Fig. 1: supply network
Pins as bars on the die edge.
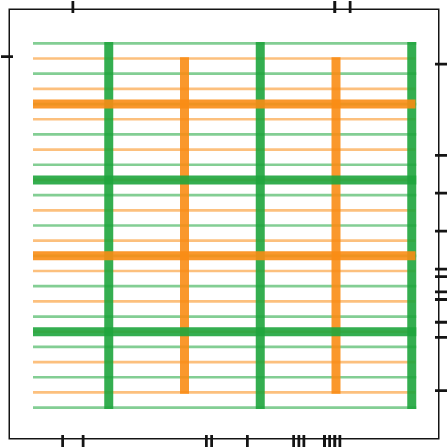
Fig. 2: gate families picked out
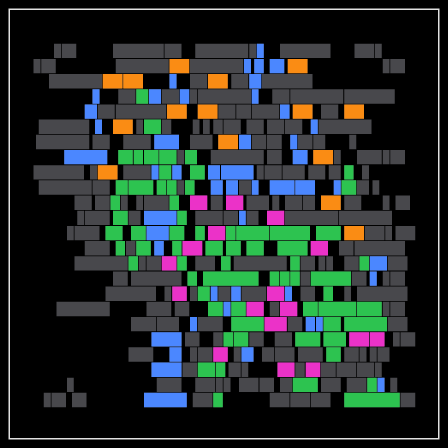
Design lcd_init_seq_flat, sky130hd; sources not shown.
==> impl_metrics.env <==
# implementation run metrics
export IMPL_grt_use_met2=0.394
export IMPL_final_fill_count=327
export IMPL_met3RoutedLength_um=604
export IMPL_num_nets_final=345
export IMPL_grt_start_max_net_pins=27
export IMPL_cts_repair_resize_count=7
export IMPL_grt_antenna_before_repair=0
export IMPL_finalHoldViolCount=0
export IMPL_synthesis_area_per_instance_um2=8.98
export IMPL_dp_hpwl_mm=4.90
export IMPL_max_cap_violations=0
export IMPL_synth_cellmix_xorXnorShare=0.0675
export IMPL_compound_area_frac=0.257
export IMPL_vias_per_cell=6.68
export IMPL_timing_final_crit_share=0.983
export IMPL_areaGrowthSynthToFinish_pct=19.4
export IMPL_setup_tns_ns=0
export IMPL_achievable_clock_frequency_mhz=291
export IMPL_design_area_mm2=0.00310
export IMPL_syn_inst=289
export IMPL_diode_insertion_count_for_antenna_repair=0
export IMPL_comb_cells=237
export IMPL_clock_tree_buffer_depth=2
export IMPL_final_clkbuf_count=4
export IMPL_cts_hold_repair_buffers=0
export IMPL_critical_path_endpoint_type="flip-flop"
export IMPL_globalRouteMet3Util=0.0468
export IMPL_grt_pass1_vias=2432
export IMPL_status="complete, no violations"
export IMPL_mostFrequentLayoutCells="sky130_fd_sc_hd__buf_4, sky130_fd_sc_hd__nor2_1, sky130_fd_sc_hd__nand2_1"
export IMPL_dieArea_mm2=0.00588
export IMPL_critical_path_cell_chain="inv_1, ha_1, clkbuf_4, and4bb_2, a211oi_2, o21ai_0, a31o_2, a21oi_4, ha_1, inv_1, nor3_1, o21ai_0, a31oi_1"
export IMPL_finalWeightedCongestion=0.981
export IMPL_synth_yosys_seq_area_share=0.257
export IMPL_ys_seq_elements=26
export IMPL_crit_slowest_cell="sky130_fd_sc_hd__dfrtp_2"
export IMPL_synth_top_cell_by_area="sky130_fd_sc_hd__dfstp_2"
export IMPL_synthMostInstantiatedCell="sky130_fd_sc_hd__nor2_1"
export IMPL_wl_met2_mm=3.38
export IMPL_start_kind="flip-flop"
export IMPL_flip_flop_count_of_the_largest_register_all_copies_and_words_added=20
export IMPL_mux_area_frac=0.0579
export IMPL_rrSetupSlack_ns=0.06
export IMPL_finalSetupViolCount=0
export IMPL_final_critical_path_setup_slack_ns=0.0591
export IMPL_yosys_cells=289
export IMPL_final_seq_area_um2=669
export IMPL_path_depth=13
export IMPL_top_cells_by_area="sky130_fd_sc_hd__dfstp_2, sky130_fd_sc_hd__dfrtp_1, sky130_fd_sc_hd__mux2i_1"
export IMPL_drt_drc_violations_left=0
export IMPL_detail_route_first_pass_iterations=5
export IMPL_clock_latency_ns=0.29
export IMPL_synth_edff_count=0
export IMPL_power_sequential_fraction=0.563
export IMPL_adder_share=0.0482
export IMPL_p_switching_uw=121
export IMPL_grt_overflow=0
export IMPL_grt_pass1_wl_mm=11.8
export IMPL_clock_sink_count=26
export IMPL_pwr_share_comb=0.053
export IMPL_ant_nets=0
export IMPL_io_buffer_count=15
export IMPL_place_inst=366
export IMPL_seq_cells=26
export IMPL_p_leak_uw=0.00124
export IMPL_number_of_clock_buffers_inserted_by_tritoncts=3
export IMPL_timing_slew_headroom=0.367
export IMPL_ys_top_logic_family="AND-OR/OR-AND gates"
export IMPL_area_dominant_class="combinational gates"
export IMPL_worst_hold_path_num_cells=2
export IMPL_dpl_worst_slack_ns=-0.333
export IMPL_core_footprint_mm2=0.00447
export IMPL_clk_root_buffer_cell="sky130_fd_sc_hd__clkbuf_8"
export IMPL_switching_share=0.226
export IMPL_worst_path_dominant_cell_family="AND-OR/OR-AND gates"
export IMPL_layout_clock_cell_area_share=0.0178
export IMPL_route_detailed_wl_per_inst_um=18.4
export IMPL_synth_cell_type_count=77
export IMPL_grt_busiest_layer="met2"
export IMPL_synth_yosys_chip_area_mm2=0.00259
export IMPL_ioPinCount=27
export IMPL_critical_path_arrival_ns=3.54
export IMPL_power_density_cell_area_mw_per_mm2=173
export IMPL_cts_htree_levels=1
export IMPL_critPathBufInv=3
export IMPL_intPower_uw=414
export IMPL_ys_warn_count=0
export IMPL_cts_clk_slew_worst_paths_ns=0.10
export IMPL_detail_route_wirelength_mm=7.03
export IMPL_met1_length_mm=2.93
export IMPL_critical_path_class="flip-flop to flip-flop"
export IMPL_timing_max_transition_violations_final=0
export IMPL_area_combinational_mm2=0.00186
export IMPL_placed_area_mm2=0.00285
export IMPL_clock_tree_from_tritoncts="built"
export IMPL_final_layout_size_suffix_gt1_frac=0.285
export IMPL_hold_path_class="flip-flop to flip-flop"
export IMPL_floorplanUtilization=0.580
export IMPL_worst_endpoint_required_ns=3.60
export IMPL_post_synth_most_frequent_cells="sky130_fd_sc_hd__nor2_1, sky130_fd_sc_hd__nand2_1, sky130_fd_sc_hd__xnor2_1"
export IMPL_worstPathMaxFanout=10
export IMPL_pg_clk_uw=206
Back to the opening pictures, Fig. 1:
| net | colour |
|---|---|
| VDD | orange |
| VSS | green |
met4 straps: 5
rows: 24
signal pins: 27
vertical die dimension: 76.7 um
Horiz. Die Dim: 76.7 um
maximum vdd drop: 194 uV

Back to the opening pictures, Fig. 2:
| family | colour | cells | most used |
|---|---|---|---|
| aoi and oai cells | green | 67 | a21oi_1 |
| nor cells | blue | 48 | nor2_1 |
| mux cells | orange | 15 | mux2i_1 |
| non-inverting ao/oa cells | magenta | 17 | o21a_1 |
final instance count without filler cells: 382
highest-count logic cell in the final layout: sky130_fd_sc_hd__buf_4
Comb area share: 0.599

